==> images/clk_routes.png <==
Scale: 4 px per um.
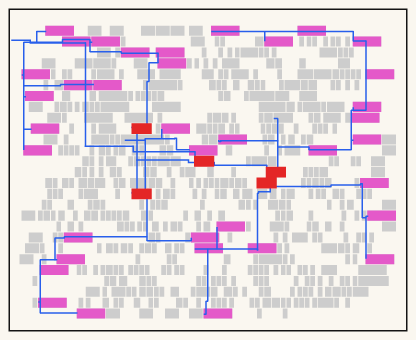
==> images/logic_types.png <==
Scale: 6 px per um.
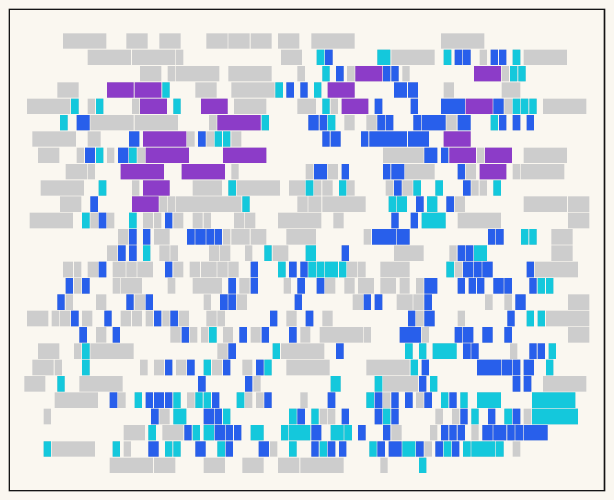
==> images/detail.png <==
Region (34, 9) to (64, 39) um. Cells in grey, sequential cells in the stronger grey; small squares are vias.
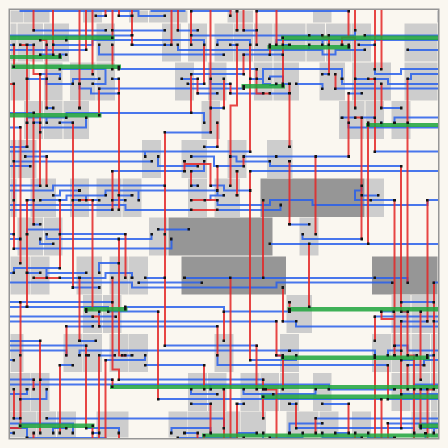
<file path="src/rtl/tbi_rx_sync_if.sv">
// Aligned code-group bundle between the TBI receive aligner and its neighbours.
// The master drives raw words. The slave (the aligner) returns aligned groups and status.
interface tbi_rx_sync_if;
   logic [9:0] tbi_in;
   logic [9:0] rx_cg;
   logic       rx_cg_valid;
   logic       rx_is_comma;
   logic       rx_cg_err;
   logic       sync_status;
   logic [3:0] align_offset;

   modport master (
      output tbi_in,
      input  rx_cg, rx_cg_valid, rx_is_comma, rx_cg_err, sync_status, align_offset
   );

   modport slave (
      input  tbi_in,
      output rx_cg, rx_cg_valid, rx_is_comma, rx_cg_err, sync_status, align_offset
   );
endinterface

</file>
<file path="src/rtl/tbi_rx_sync.sv">
// TBI receive aligner: finds the K28.5 comma in a 20-bit window, locks code groups
// to it, and runs the LOSS_OF_SYNC / CDET / SYNC_ACQ synchronization machine.
module tbi_rx_sync #(
   parameter int COMMAS_TO_SYNC = 3,
   parameter int ERR_LIMIT      = 4,
   parameter int GOOD_RUN       = 4
) (
   input logic          mii_clk,
   input logic          rst,
   tbi_rx_sync_if.slave rx
);

   localparam int CNT_W  = $clog2(COMMAS_TO_SYNC + 1);
   localparam int ERR_W  = $clog2(ERR_LIMIT + 1);
   localparam int GOOD_W = $clog2(GOOD_RUN + 1);

   typedef enum logic [1:0] {LOSS_OF_SYNC, CDET, SYNC_ACQ} state_e;

   state_e            state_q, state_d;
   logic [9:0]        prev_q, prev_d;
   logic [3:0]        off_q, off_d;
   logic [CNT_W-1:0]  cnt_q, cnt_d;
   logic [ERR_W-1:0]  err_q, err_d;
   logic [GOOD_W-1:0] good_q, good_d;
   logic [9:0]        rx_cg_q, rx_cg_d;
   logic              rx_cg_valid_q, rx_cg_valid_d;
   logic              rx_is_comma_q, rx_is_comma_d;
   logic              rx_cg_err_q, rx_cg_err_d;
   logic              sync_q, sync_d;

   // Bit 0 is the oldest bit; tbi_in[9] never reaches a group at offsets 0..9.
   logic [18:0] win;
   logic        comma_hit;
   logic [3:0]  comma_k;
   logic [3:0]  grp_off;
   logic [9:0]  grp;
   logic [3:0]  ones;
   logic        grp_valid;
   logic        comma_elsewhere;

   function automatic logic is_comma7(input logic [6:0] b);
      return (b == 7'b1111100) || (b == 7'b0000011);
   endfunction

   assign win = {rx.tbi_in[8:0], prev_q};

   // NOTE: every always_comb output gets a default first, so no path can infer a latch.
   always_comb begin
      comma_hit = 1'b0;
      comma_k   = 4'd0;
      // Scanning downward leaves the lowest matching offset in comma_k.
      for (int k = 9; k >= 0; k--) begin
         if (is_comma7(win[k +: 7])) begin
            comma_hit = 1'b1;
            comma_k   = 4'(k);
         end
      end
   end

   assign grp_off = (state_q == LOSS_OF_SYNC) ? 4'd0 : off_q;
   assign grp     = win[{1'b0, grp_off} +: 10];

   always_comb begin
      ones = 4'd0;
      for (int i = 0; i < 10; i++) ones = ones + 4'(grp[i]);
   end

   assign grp_valid       = (ones >= 4'd4) && (ones <= 4'd6);
   assign comma_elsewhere = comma_hit && (comma_k != off_q);

   always_comb begin
      state_d = state_q;
      off_d   = off_q;
      cnt_d   = cnt_q;
      err_d   = err_q;
      good_d  = good_q;
      prev_d  = rx.tbi_in;

      unique case (state_q)
         LOSS_OF_SYNC: begin
            if (comma_hit) begin
               state_d = CDET;
               off_d   = comma_k;
               cnt_d   = CNT_W'(1);
            end
         end
         CDET: begin
            if (!grp_valid) begin
               state_d = LOSS_OF_SYNC;
               off_d   = 4'd0;
               cnt_d   = '0;
            end else if (comma_elsewhere) begin
               off_d = comma_k;
               cnt_d = CNT_W'(1);
            end else if (comma_hit) begin
               if (cnt_q == CNT_W'(COMMAS_TO_SYNC - 1)) begin
                  state_d = SYNC_ACQ;
                  cnt_d   = '0;
                  err_d   = '0;
                  good_d  = '0;
               end else begin
                  cnt_d = cnt_q + CNT_W'(1);
               end
            end
         end
         SYNC_ACQ: begin
            // An error in a group always beats a pending decrement.
            if (!grp_valid || comma_elsewhere) begin
               good_d = '0;
               if (err_q == ERR_W'(ERR_LIMIT - 1)) begin
                  state_d = LOSS_OF_SYNC;
                  off_d   = 4'd0;
                  err_d   = '0;
               end else begin
                  err_d = err_q + ERR_W'(1);
               end
            end else if (err_q != '0) begin
               if (good_q == GOOD_W'(GOOD_RUN - 1)) begin
                  err_d  = err_q - ERR_W'(1);
                  good_d = '0;
               end else begin
                  good_d = good_q + GOOD_W'(1);
               end
            end else if (good_q != GOOD_W'(GOOD_RUN)) begin
               good_d = good_q + GOOD_W'(1);
            end
         end
         default: state_d = LOSS_OF_SYNC;
      endcase

      rx_cg_d       = grp;
      rx_is_comma_d = is_comma7(grp[6:0]);
      rx_cg_err_d   = !grp_valid;
      sync_d        = (state_d == SYNC_ACQ);
      rx_cg_valid_d = sync_d;
   end

   // NOTE: sequential state uses non-blocking assignments so all flops sample pre-edge values.
   always_ff @(posedge mii_clk) begin
      if (rst) begin
         state_q       <= LOSS_OF_SYNC;
         prev_q        <= '0;
         off_q         <= '0;
         cnt_q         <= '0;
         err_q         <= '0;
         good_q        <= '0;
         rx_cg_q       <= '0;
         rx_cg_valid_q <= 1'b0;
         rx_is_comma_q <= 1'b0;
         rx_cg_err_q   <= 1'b0;
         sync_q        <= 1'b0;
      end else begin
         state_q       <= state_d;
         prev_q        <= prev_d;
         off_q         <= off_d;
         cnt_q         <= cnt_d;
         err_q         <= err_d;
         good_q        <= good_d;
         rx_cg_q       <= rx_cg_d;
         rx_cg_valid_q <= rx_cg_valid_d;
         rx_is_comma_q <= rx_is_comma_d;
         rx_cg_err_q   <= rx_cg_err_d;
         sync_q        <= sync_d;
      end
   end

   assign rx.rx_cg        = rx_cg_q;
   assign rx.rx_cg_valid  = rx_cg_valid_q;
   assign rx.rx_is_comma  = rx_is_comma_q;
   assign rx.rx_cg_err    = rx_cg_err_q;
   assign rx.sync_status  = sync_q;
   assign rx.align_offset = off_q;

endmodule
</file>
<file path="src/flat_wrapper.sv">
// flat-port wrapper written by rule: the top's interface ports become plain ports
module tbi_rx_sync_flat 
#(
   parameter int COMMAS_TO_SYNC = 3,
   parameter int ERR_LIMIT      = 4,
   parameter int GOOD_RUN       = 4
)
  (mii_clk, rst, rx_tbi_in, rx_rx_cg, rx_rx_cg_valid, rx_rx_is_comma, rx_rx_cg_err, rx_sync_status, rx_align_offset);
  tbi_rx_sync_if rx_i ();
  input logic mii_clk;
  input logic rst;
  input wire logic [$bits(rx_i.tbi_in)-1:0] rx_tbi_in;
  output wire logic [$bits(rx_i.rx_cg)-1:0] rx_rx_cg;
  output wire logic [$bits(rx_i.rx_cg_valid)-1:0] rx_rx_cg_valid;
  output wire logic [$bits(rx_i.rx_is_comma)-1:0] rx_rx_is_comma;
  output wire logic [$bits(rx_i.rx_cg_err)-1:0] rx_rx_cg_err;
  output wire logic [$bits(rx_i.sync_status)-1:0] rx_sync_status;
  output wire logic [$bits(rx_i.align_offset)-1:0] rx_align_offset;
  assign rx_i.tbi_in = rx_tbi_in;
  assign rx_rx_cg = rx_i.rx_cg;
  assign rx_rx_cg_valid = rx_i.rx_cg_valid;
  assign rx_rx_is_comma = rx_i.rx_is_comma;
  assign rx_rx_cg_err = rx_i.rx_cg_err;
  assign rx_sync_status = rx_i.sync_status;
  assign rx_align_offset = rx_i.align_offset;
  tbi_rx_sync #(.COMMAS_TO_SYNC(COMMAS_TO_SYNC), .ERR_LIMIT(ERR_LIMIT), .GOOD_RUN(GOOD_RUN)) u_core (.mii_clk(mii_clk), .rst(rst), .rx(rx_i));
endmodule
</file>
<file path="config.mk">
export PLATFORM = sky130hd
export DESIGN_NAME = tbi_rx_sync_flat
export DESIGN_NICKNAME = d
export VERILOG_FILES = /design/src/rtl/tbi_rx_sync_if.sv /design/src/rtl/tbi_rx_sync.sv /design/src/flat_wrapper.sv
export SDC_FILE = /design/constraint.sdc
export NUM_CORES = 1
export LEC_CHECK = 0
export ABC_AREA = 1
export CORE_ASPECT_RATIO = 0.8
export CORE_MARGIN = 2
export CORE_UTILIZATION = 45
export DETAILED_ROUTE_END_ITERATION = 6
export GPL_ROUTABILITY_DRIVEN = 0
export MAX_ROUTING_LAYER = met4
export SYNTH_ARGS = -nofsm -noshare
export SYNTH_HDL_FRONTEND = slang
export SYNTH_SLANG_ARGS = --single-unit
</file>
<file path="constraint.sdc">
create_clock -name mii_clk -period 17.06 [get_ports mii_clk]
set_clock_uncertainty 0.1 [all_clocks]
set_input_delay 3.412 -clock mii_clk [delete_from_list [all_inputs] [get_ports mii_clk]]
set_output_delay 3.412 -clock mii_clk [all_outputs]
set_load 0.005 [all_outputs]
</file>
==> impl_metrics.json <==
{
  "post_cts_resized": 0,
  "simple_gate_area_share_pct": 41.3,
  "yosysMostFrequentCell": "nand2_1",
  "numPortBuffers": 29,
  "r2r-start": "u_core.state_q[0]$_SDFF_PP0_",
  "synthDistinctLibCells": 41,
  "place_ws_ns": 7.21,
  "critical-path-slowest-cell": "a2111oi_2",
  "finalSetupTns_ns": 0,
  "fin_crit_ns": 9.61,
  "gr-usage-met3_pct": 4.29,
  "outcome": "complete, no violations",
  "ys_area_sq_um": 3250,
  "use_met2_pct": 32.2,
  "antenna_found_initial": 0,
  "buf_share_pct": 7.87,
  "seq_share_pct": 20.1,
  "chip_area_sq_um": 7920,
  "logic_gate_count": 396,
  "finish.utilization_pct": 53.2,
  "largestPowerGroup": "combinational cells",
  "yosys_warnings": 0,
  "fp.dieH_um": 80.0,
  "layout_top_cells": "nand2_1, nor2_1, inv_1",
  "worst_path_largest_cell_delay_ns": 0.77,
  "clk_share_pct": 3.26,
  "reg2reg_to": "u_core.cnt_q[0]$_SDFFE_PP0P_",
  "power_leakage_uw": 0.00181,
  "maxSlewHeadroom_pct": 31.1,
  "cp_common_cell": "o21ai_0",
  "crit_buf_inv": 7,
  "placed_area_sq_um": 3570,
  "endpoint": "u_core.cnt_q[0]$_SDFFE_PP0P_",
  "drt_iter0_drc": 139,
  "syn-num-nets": 567,
  "drive_gt1_share_pct": 8.26,
  "largest_cell_class": "logic gates",
  "switching_power_uw": 107,
  "common_cells": "nand2_1, nor2_1, inv_1",
  "crit_fanout": 9,
  "grt_first_pass_wirelength_um": 13900,
  "num_antenna_cells": 0,
  "drtPass1Iterations": 5,
  "die_x_um": 99.0
}
-- clk_routes.png (at the start) --
legend:
  clock drivers:
    colour: red
    count: 5
  flip-flops:
    colour: magenta
    count: 37
  clock wires:
    colour: blue
    length: 591 um
routed clock nets: 6
flops lie: all over the die
clock share of power: 27.7%
clock-net power: 81.5 uW
clk latency late pin: 0.29 ns

-- logic_types.png (at the start) --
legend:
  nand cells:
    colour: blue
    cells: 188
    most_used: nand2_1
    where: all over the die
  fa/ha/maj cells:
    colour: purple
    cells: 21
    most_used: ha_1
  nor cells:
    colour: cyan
    cells: 111
    most_used: nor2_1
    where: all over the die
final non-filler cell total: 644
Commonest Layout Cell: nand2_1
combinational share of cell area: 56.9%

-- detail.png (at the start) --
legend:
  metal 3:
    colour: green
  metal 1:
    colour: blue
  metal 2:
    colour: red
most frequent: nand2_1 (34), nor2_1 (15), o21ai_0 (14)
sequential cells in the window: 4
cells with their middle in the window: 89
netlist names of flops here include: u_core.prev_q (4)

Power is estimated from default activity; no workload was simulated.
